### src/rtl/digit_serial_adder_pkg.sv
// Shared types for the digit-serial adder.
// State encoding and digit width used by the datapath and FSM.
package digit_serial_adder_pkg;

    localparam int DIGIT_W = 2;

    typedef enum logic [1:0] {
        IDLE = 2'd0,
        ADD  = 2'd1,
        DONE = 2'd2
    } state_t;

endpackage

### src/rtl/digit_serial_adder_add2_slice.sv
// Combinational 2-bit ripple adder slice.
// Two full-adder cells chained through an internal carry.
module add2_slice (
    input  logic [1:0] x,
    input  logic [1:0] y,
    input  logic       cin,
    output logic [1:0] sum,
    output logic       carryout
);

    logic c1;

    always_comb begin
        sum[0]   = x[0] ^ y[0] ^ cin;
        c1       = (x[0] & y[0]) | (cin & (x[0] ^ y[0]));
        sum[1]   = x[1] ^ y[1] ^ c1;
        carryout = (x[1] & y[1]) | (c1 & (x[1] ^ y[1]));
    end

endmodule

### src/rtl/digit_serial_adder.sv
// Multi-cycle adder consuming two operand bits per clock.
// A carry flop links digits; start/done frames each operation.
module digit_serial_adder
    import digit_serial_adder_pkg::*;
#(
    parameter int WIDTH = 8
) (
    input  logic             clk,
    input  logic             rst_b,
    input  logic             start,
    input  logic [WIDTH-1:0] x,
    input  logic [WIDTH-1:0] y,
    input  logic             cin,
    output logic             busy,
    output logic             done,
    output logic [WIDTH-1:0] sum,
    output logic             cout
);

    localparam int K  = WIDTH / DIGIT_W;
    localparam int CW = (K > 1) ? $clog2(K) : 1;

    state_t state, nstate;

    logic [WIDTH-1:0] xs, ys, acc, acc_nxt;
    logic [WIDTH+1:0] ext;
    logic             c, co, last, accept;
    logic [1:0]       s2;
    logic [CW-1:0]    cnt;

    add2_slice u_slice (
        .x       (xs[1:0]),
        .y       (ys[1:0]),
        .cin     (c),
        .sum     (s2),
        .carryout(co)
    );

    assign last   = (cnt == CW'(K - 1));
    assign accept = start && (state == IDLE || state == DONE);

    // New digit enters at the top; the finished word lands LSB-aligned.
    always_comb begin
        ext     = {s2, acc};
        acc_nxt = ext[WIDTH+1:2];
    end

    always_ff @(posedge clk) begin
        if (!rst_b) state <= IDLE;
        else        state <= nstate;
    end

    always_comb begin
        nstate = state;
        unique case (state)
            IDLE:    nstate = start ? ADD : IDLE;
            ADD:     nstate = last ? DONE : ADD;
            DONE:    nstate = start ? ADD : IDLE;
            default: nstate = IDLE;
        endcase
    end

    always_comb begin
        busy = (state == ADD);
        done = (state == DONE);
    end

    always_ff @(posedge clk) begin
        if (!rst_b) begin
            xs   <= '0;
            ys   <= '0;
            acc  <= '0;
            c    <= 1'b0;
            cnt  <= '0;
            sum  <= '0;
            cout <= 1'b0;
        end else if (accept) begin
            xs  <= x;
            ys  <= y;
            c   <= cin;
            cnt <= '0;
        end else if (state == ADD) begin
            acc <= acc_nxt;
            xs  <= xs >> DIGIT_W;
            ys  <= ys >> DIGIT_W;
            c   <= co;
            cnt <= cnt + CW'(1);
            if (last) begin
                sum  <= acc_nxt;
                cout <= co;
            end
        end
    end

endmodule

### config.mk
export PLATFORM = sky130hd
export DESIGN_NAME = digit_serial_adder
export DESIGN_NICKNAME = d
export VERILOG_FILES = /design/src/rtl/digit_serial_adder_pkg.sv /design/src/rtl/digit_serial_adder_add2_slice.sv /design/src/rtl/digit_serial_adder.sv
export SDC_FILE = /design/constraint.sdc
export NUM_CORES = 1
export LEC_CHECK = 0
export ABC_AREA = 1
export CAP_MARGIN = 30
export CORE_UTILIZATION = 30
export DETAILED_ROUTE_END_ITERATION = 12
export PLACE_DENSITY = 0.59
export SYNTH_ARGS = -nofsm -noshare
export SYNTH_HDL_FRONTEND = slang
export SYNTH_SLANG_ARGS = --single-unit
### constraint.sdc
create_clock -name clk -period 3.85 [get_ports clk]
set_input_delay 0.77 -clock clk [delete_from_list [all_inputs] [get_ports clk]]
set_output_delay 0.77 -clock clk [all_outputs]
set_load 0.005 [all_outputs]
==> qor.txt, run 1 <==
status: finished clean
chip height: 75.7 µm
aoi share: 11.5%
antenna violations before repair: 0
Pre-Repair DR Iteration Count: 4
Synth Area in XOR/XNOR: 0.538%
Synth async-reset ratio: 0%
Non-clk bufs: 30
reg2reg start: ys[0]$_SDFFE_PN0P_
max-cap violations: 0
vias in the first global route: 1253
Tcrit/Tclk final: 68.0%
final setup skew: 0.00609 ns
Mapped Avg Cell Area: 7.54 µm²
P&R area growth vs syn: 24.1%
met3 Track Usage GR: 4.37%
Clock Buffer Count: 6
#FFs+latches synth: 36
CP Max Fanout: 13
Crit path arrival time: 1.85 ns
syn_nets: 239
met2 WL: 1.48 mm
Clock transition at path regs: 0.07 ns
Yosys cell types: 22
slowest stage delay, CP: 0.61 ns
total CTS buffers: 5
Data buffer area share: 14.9%
Worst Reg-to-Reg Cells: 8
core area: 0.00517 mm²
cell depth of the worst setup path: 3
Max-slew headroom: 51.6%
worst skew pair latency: 0.28 ns
root buffer cell: clkbuf_8
Buffers on Ports: 30
flop2flop setup slack: 2.29 ns
Synth logic family: simple AND/OR/NAND/NOR gates
Inverters: 32
Hold Crit Endpoint: xs[6]$_SDFFE_PN0P_
DR WL met3: 86 µm
post-cts gate resize count: 0
Setup CP Type: flop to output port
Synth Area in Adders: 3.23%
==> run 1: state kept, by name, indices dropped and copies added (netlist names) <==
signal	cells
sum	8
xs	8
ys	8
acc	6
cnt	2
state	2
c	1
cout	1
==> run 1: metrics by stage <==
stage | power [W] | hold slack, ns | instance area (µm²) | std cells
2_1_floorplan | 0.000504 | 0.439 | 1630 | 216
3_3_place_gp | 0.000533 | 0.454 | 1930 | 307
3_5_place_dp | 0.000534 | 0.463 | 1930 | 307
4_1_cts | 0.000805 | 0.472 | 2020 | 315
5_1_grt | 0.000845 | 0.493 | 2020 | 315
6_report | 0.000796 | 0.473 | 2020 | 315
==> run 1: report_power, final <==
part	switching, W	internal (W)	leakage [nW]
logic	0.0000655	0.0000496	0.542
registers	0.0000141	0.000395	0.295
clock network	0.000129	0.000143	0.0510
total	0.000209	0.000588	0.888
### Zoomed window, run 1

The bar under the picture is 5 µm long. Region (28, 43) to (48, 63) µm. Cells in grey, sequential cells in the stronger grey; small squares are vias.
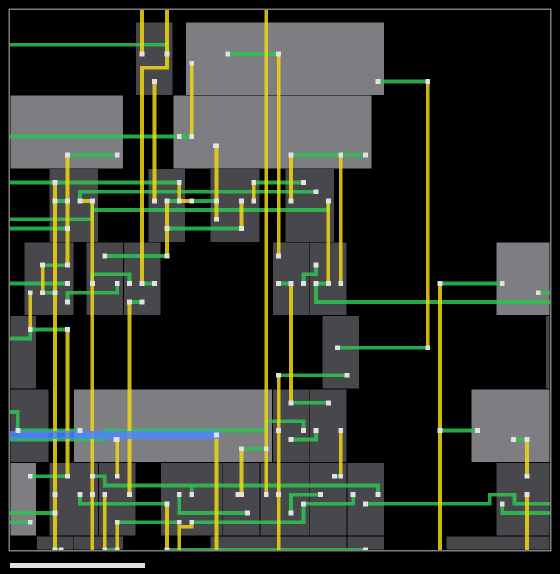
[M2] yellow
[M1] green
[M3] blue
cells with their middle in the window: 25
netlist names of flops here include: `xs` (3), `ys` (1)
most frequent: nand2_1 (6), nor2_1 (4), dfxtp_1 (4)
sequential cells in the window: 4

### Sequential cells coloured by netlist name, run 1

The bar under the picture is 20 µm long.
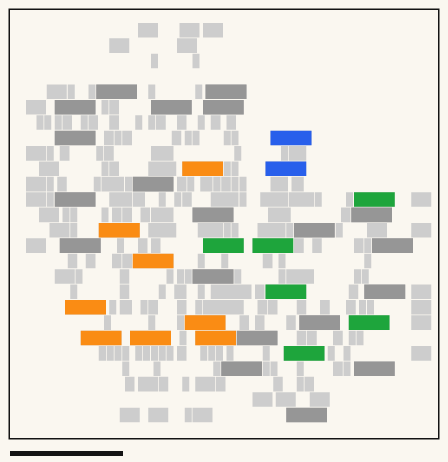
[`acc`] green | placed flops: 6
[`ys`] orange | placed flops: 8
[`cnt`] blue | placed flops: 2
not coloured: 20
post-layout util: 39.1%
fraction of area in registers: 35.7%
Seq. pwr: 0.000409 W
Flop area: 721 µm²

### Routed metal, one colour a layer, run 1

The bar under the picture is 20 µm long.
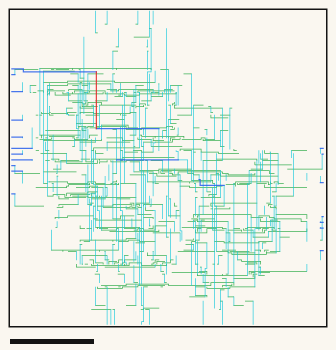
[M4] red | wire length: 13.6 µm
[M3] blue | wire length: 86.2 µm
[M1] green | wire length: 1620 µm
[M2] cyan | wire length: 1480 µm
Via Count: 1336
drt total wl: 3.20 mm

### Track usage over the die, run 1

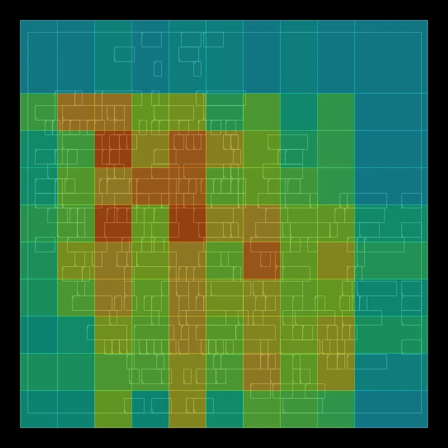
met1 Use GR: 16.6%
GRT Max-Usage Layer: met2

### Logic cells by family, run 1

The bar under the picture is 20 µm long.
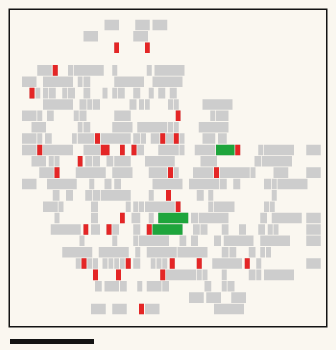

## Run 2: what changed since run 1
==> constraint.sdc (replaced) <==
create_clock -name clk -period 2.7 [get_ports clk]
set_input_delay 0.54 -clock clk [delete_from_list [all_inputs] [get_ports clk]]
set_output_delay 0.54 -clock clk [all_outputs]
set_load 0.005 [all_outputs]
### Logic cells by family, run 2

The bar under the picture is 20 µm long.
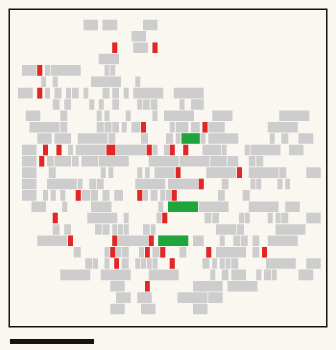
[fa/ha/maj cells] green | cells: 3 | most used: fa_1
[inv cells] red | cells: 32 | most used: inv_1
Comb area share: 34.5%
Non-Filler Instances: 316

### Zoomed window, run 2

The bar under the picture is 5 µm long. Region (28, 43) to (48, 63) µm. Cells in grey, sequential cells in the stronger grey; small squares are vias.
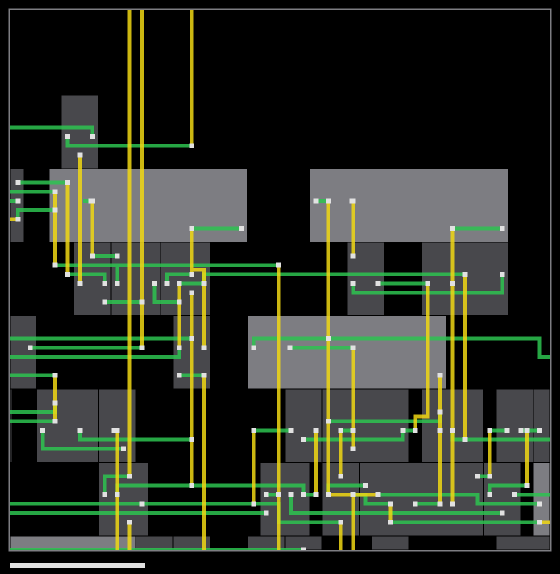
[M2] yellow
[M1] green
netlist names of flops here include: `cnt` (2), `xs` (1)
sequential cells in the window: 3
cells with their middle in the window: 22
most frequent: nand2_1 (5), nor2_1 (3), dfxtp_1 (3)

### Routed metal, one colour a layer, run 2

The bar under the picture is 20 µm long.
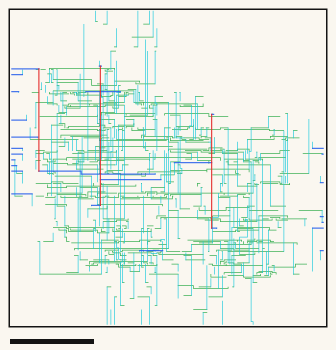
Via Count: 1374
total track usage: 13.9%

==> run 2 against run 1 <==
Clock skew rose by 0.00062 ns. Setup slack got worse by 0.73 ns. Sequential share of layout area is the same. Sequential cell count unchanged. Register-to-register slack lost 1.2 ns. Non-clock buffer count grew 2. Wire length up 5.7%. Area after synthesis is the same. Total power up 40%. Critical endpoint unchanged. Largest cell class unchanged. Highest routed layer unchanged.
==> qor.txt, run 2 <==
FILL cells: 557
slowest stage delay, CP: 0.62 ns (about the same)
chip height: 75.7 µm (unchanged)
post-cts gate resize count: 0 (unchanged)
Setup CP Type: flop to output port
Mapped Avg Cell Area: 7.54 µm² (unchanged)
Gate power share: 15.1% (+0.6 points)
met1 Use GR: 17.2% (+0.57 points)
clock power share: 32.6% (-1.5 points)
Tcrit/Tclk final: 81.2%
Clock Buffer Count: 6 (unchanged)
Data buffer area share: 15.6% (+0.74 points)
root buffer cell: clkbuf_8
Clock transition at path regs: 0.07 ns (about the same)
Design Power: 0.00111 W (+40%)
final setup skew: 0.00671 ns (+0.000619 ns)
Net Sw Frac: 27.1% (+0.93 points)
logic area: 697 µm²
total CTS buffers: 5 (unchanged)
met3 Track Usage GR: 3.97% (-0.40 points)
leading power group: sequential cells
area leader, netlist: dfxtp_1
largest registers: sum: 8 flops, xs: 8 flops, ys: 8 flops
Switch Pwr: 0.000302 W (+45%)
Flop area: 721 µm² (unchanged)
status: finished clean
reg2reg start: state[0]$_SDFF_PN0_
P&R area growth vs syn: 24.1% (unchanged)
WHS: 0.478 ns (+0.00529 ns)
worst skew pair latency: 0.29 ns (about the same)
Synth async-reset ratio: 0% (unchanged)
post-layout util: 39.1% (unchanged)
core area: 0.00517 mm² (unchanged)
placed cells: 309 (+0.65%)
Synth top cells by count: 36 x dfxtp_1, 36 x nor2_1, 34 x nand2_1
drt total wl: 3.39 mm (+5.7%)
Pre-Repair DR Iteration Count: 4 (unchanged)
CP Max Fanout: 9 (-4)
Buffers on Ports: 30 (unchanged)
max-cap violations: 0 (unchanged)
#FFs+latches synth: 36 (unchanged)
Yosys cell types: 22 (unchanged)
chip area: 0.00572 mm²
Seq. pwr: 0.000582 W (+42%)
internal power: 0.000812 W (+38%)
met2 WL: 1.50 mm (+1.4%)
Comb power: 0.000168 W (+46%)
Non-clk bufs: 32 (+6.7%)
Crit. End Element: output port
==> run 2: final timing paths <==
check        cells past startpoint                   to  slack [ns]
min reg2reg                      2  sum[2]$_SDFFE_PN0P_        0.48
max reg2reg                      4    cout$_SDFFE_PN0P_        1.14
min                              2  sum[2]$_SDFFE_PN0P_        0.48
max                              3                 busy        0.51
==> run 2: cells by family (layout without fill, tap and decap cells) <==
logic type | count (synthesis) | count (layout) | share of synthesized area (%)
compound gates | 35 | 35 | 11.5
xor+xnor | 1 | 1 | 0.538
fa+ha+maj | 3 | 3 | 3.23
buf+inv | 41 | 71 | 12.9
flops | 36 | 36 | 44.3
simple gates | 100 | 100 | 27.6
### Track usage over the die, run 2

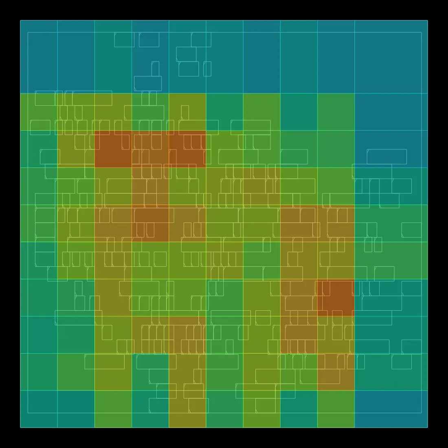

## Run 3: what changed since run 2
==> constraint.sdc (replaced) <==
create_clock -name clk -period 2.3 [get_ports clk]
set_input_delay 0.46 -clock clk [delete_from_list [all_inputs] [get_ports clk]]
set_output_delay 0.46 -clock clk [all_outputs]
set_load 0.005 [all_outputs]
### Track usage over the die, run 3

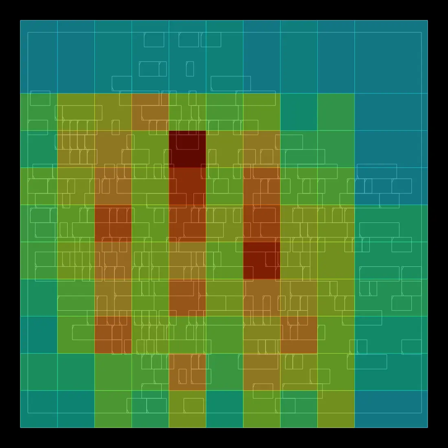
met3 Track Usage GR: 4.76%
post-layout util: 39.8%
drt wl/cell: 10.7 µm
met2 Track Usage GR: 24.4%

### Logic cells by family, run 3

The bar under the picture is 20 µm long.
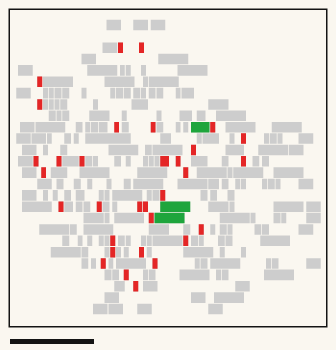
[inv cells] red | cells: 32 | most used: inv_1
[fa/ha/maj cells] green | cells: 3 | most used: fa_1
Comb area share: 33.9%
Non-Filler Instances: 318

==> run 3 against run 2 <==
Cell area grew 1.9%. Clock skew increased by 0.00073 ns. Total power up 29%. Combinational power is 23% higher. Non-clock buffer count rose by 1. Sequential cell count stayed put. Sequential power is 16% higher. Sequential share of layout area shrank 0.65 points. Area after synthesis unchanged. Wire length grew 0.71%.
==> qor.txt, run 3 <==
final setup skew: 0.00744 ns (+0.000726 ns)
Synth Area in XOR/XNOR: 0.538% (unchanged)
Gate power share: 14.3% (-0.8 points)
chip area: 0.00572 mm² (unchanged)
Net Sw Frac: 25.5% (-1.7 points)
max-cap violations: 0 (unchanged)
Clock Buffer Count: 6 (unchanged)
hold depth: 2 (unchanged)
Synth top cells by count: 36 x dfxtp_1, 36 x nor2_1, 34 x nand2_1
internal power: 0.00107 W (+32%)
Via Count: 1387 (+0.95%)
Crit. End Element: output port
Worst Reg-to-Reg Cells: 8 (+4)
Mux area share: 0% (unchanged)
reg2reg end: c$_SDFFE_PN0P_
total track usage: 14.4% (+0.49 points)
Pre-Repair DR Iteration Count: 4 (unchanged)
leading power group: sequential cells
clock power share: 38.4% (+5.8 points)
Synth async-reset ratio: 0% (unchanged)
#FFs+latches synth: 36 (unchanged)
worst skew pair latency: 0.29 ns (about the same)
core area: 0.00517 mm² (unchanged)
area leader, netlist: dfxtp_1
status: finished clean
CP Max Fanout: 9 (unchanged)
Yosys cell types: 22 (unchanged)
Tcrit/Tclk final: 84.5%
### Zoomed window, run 3

The bar under the picture is 5 µm long. Region (28, 43) to (48, 63) µm. Cells in grey, sequential cells in the stronger grey; small squares are vias.
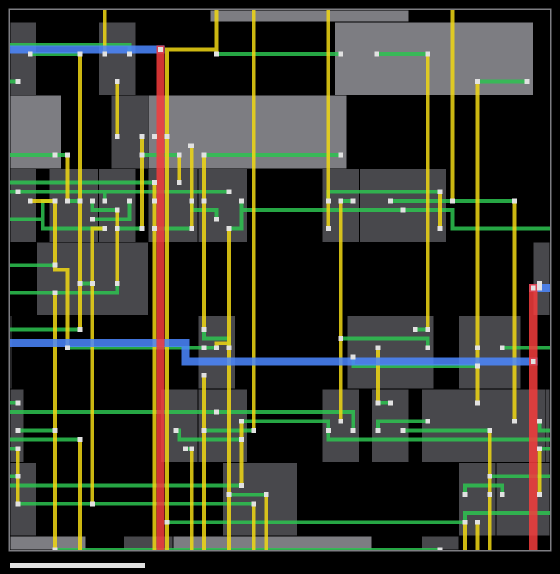

## run 3: cell counts after synthesis
Identical to the previous run, type by type.
## run 3: worst register-to-register path, cell delays in order (launching register included)
cell and delay (ns):
dfxtp_1 0.31, inv_1 0.06, fa_1 0.43, fa_1 0.39
inv_1 0.07, nand2_1 0.05, nand2_1 0.06, nor2_1 0.03
nor2_1 0.07
## run 3: through the flow
stage | cells | setup slack, ns | total power [W] | instance area [µm²] | hold WS (ns)
floorplan | 216 | 0.846 | 0.000844 | 1630 | 0.439
global placement | 310 | 0.545 | 0.000898 | 1950 | 0.453
detailed placement | 310 | 0.520 | 0.000900 | 1950 | 0.460
CTS | 318 | 0.343 | 0.00146 | 2060 | 0.468
global route | 318 | 0.278 | 0.00152 | 2060 | 0.493
finish | 318 | 0.357 | 0.00144 | 2060 | 0.469
Power figures rest on the tool's default switching activity, not on a simulated workload.
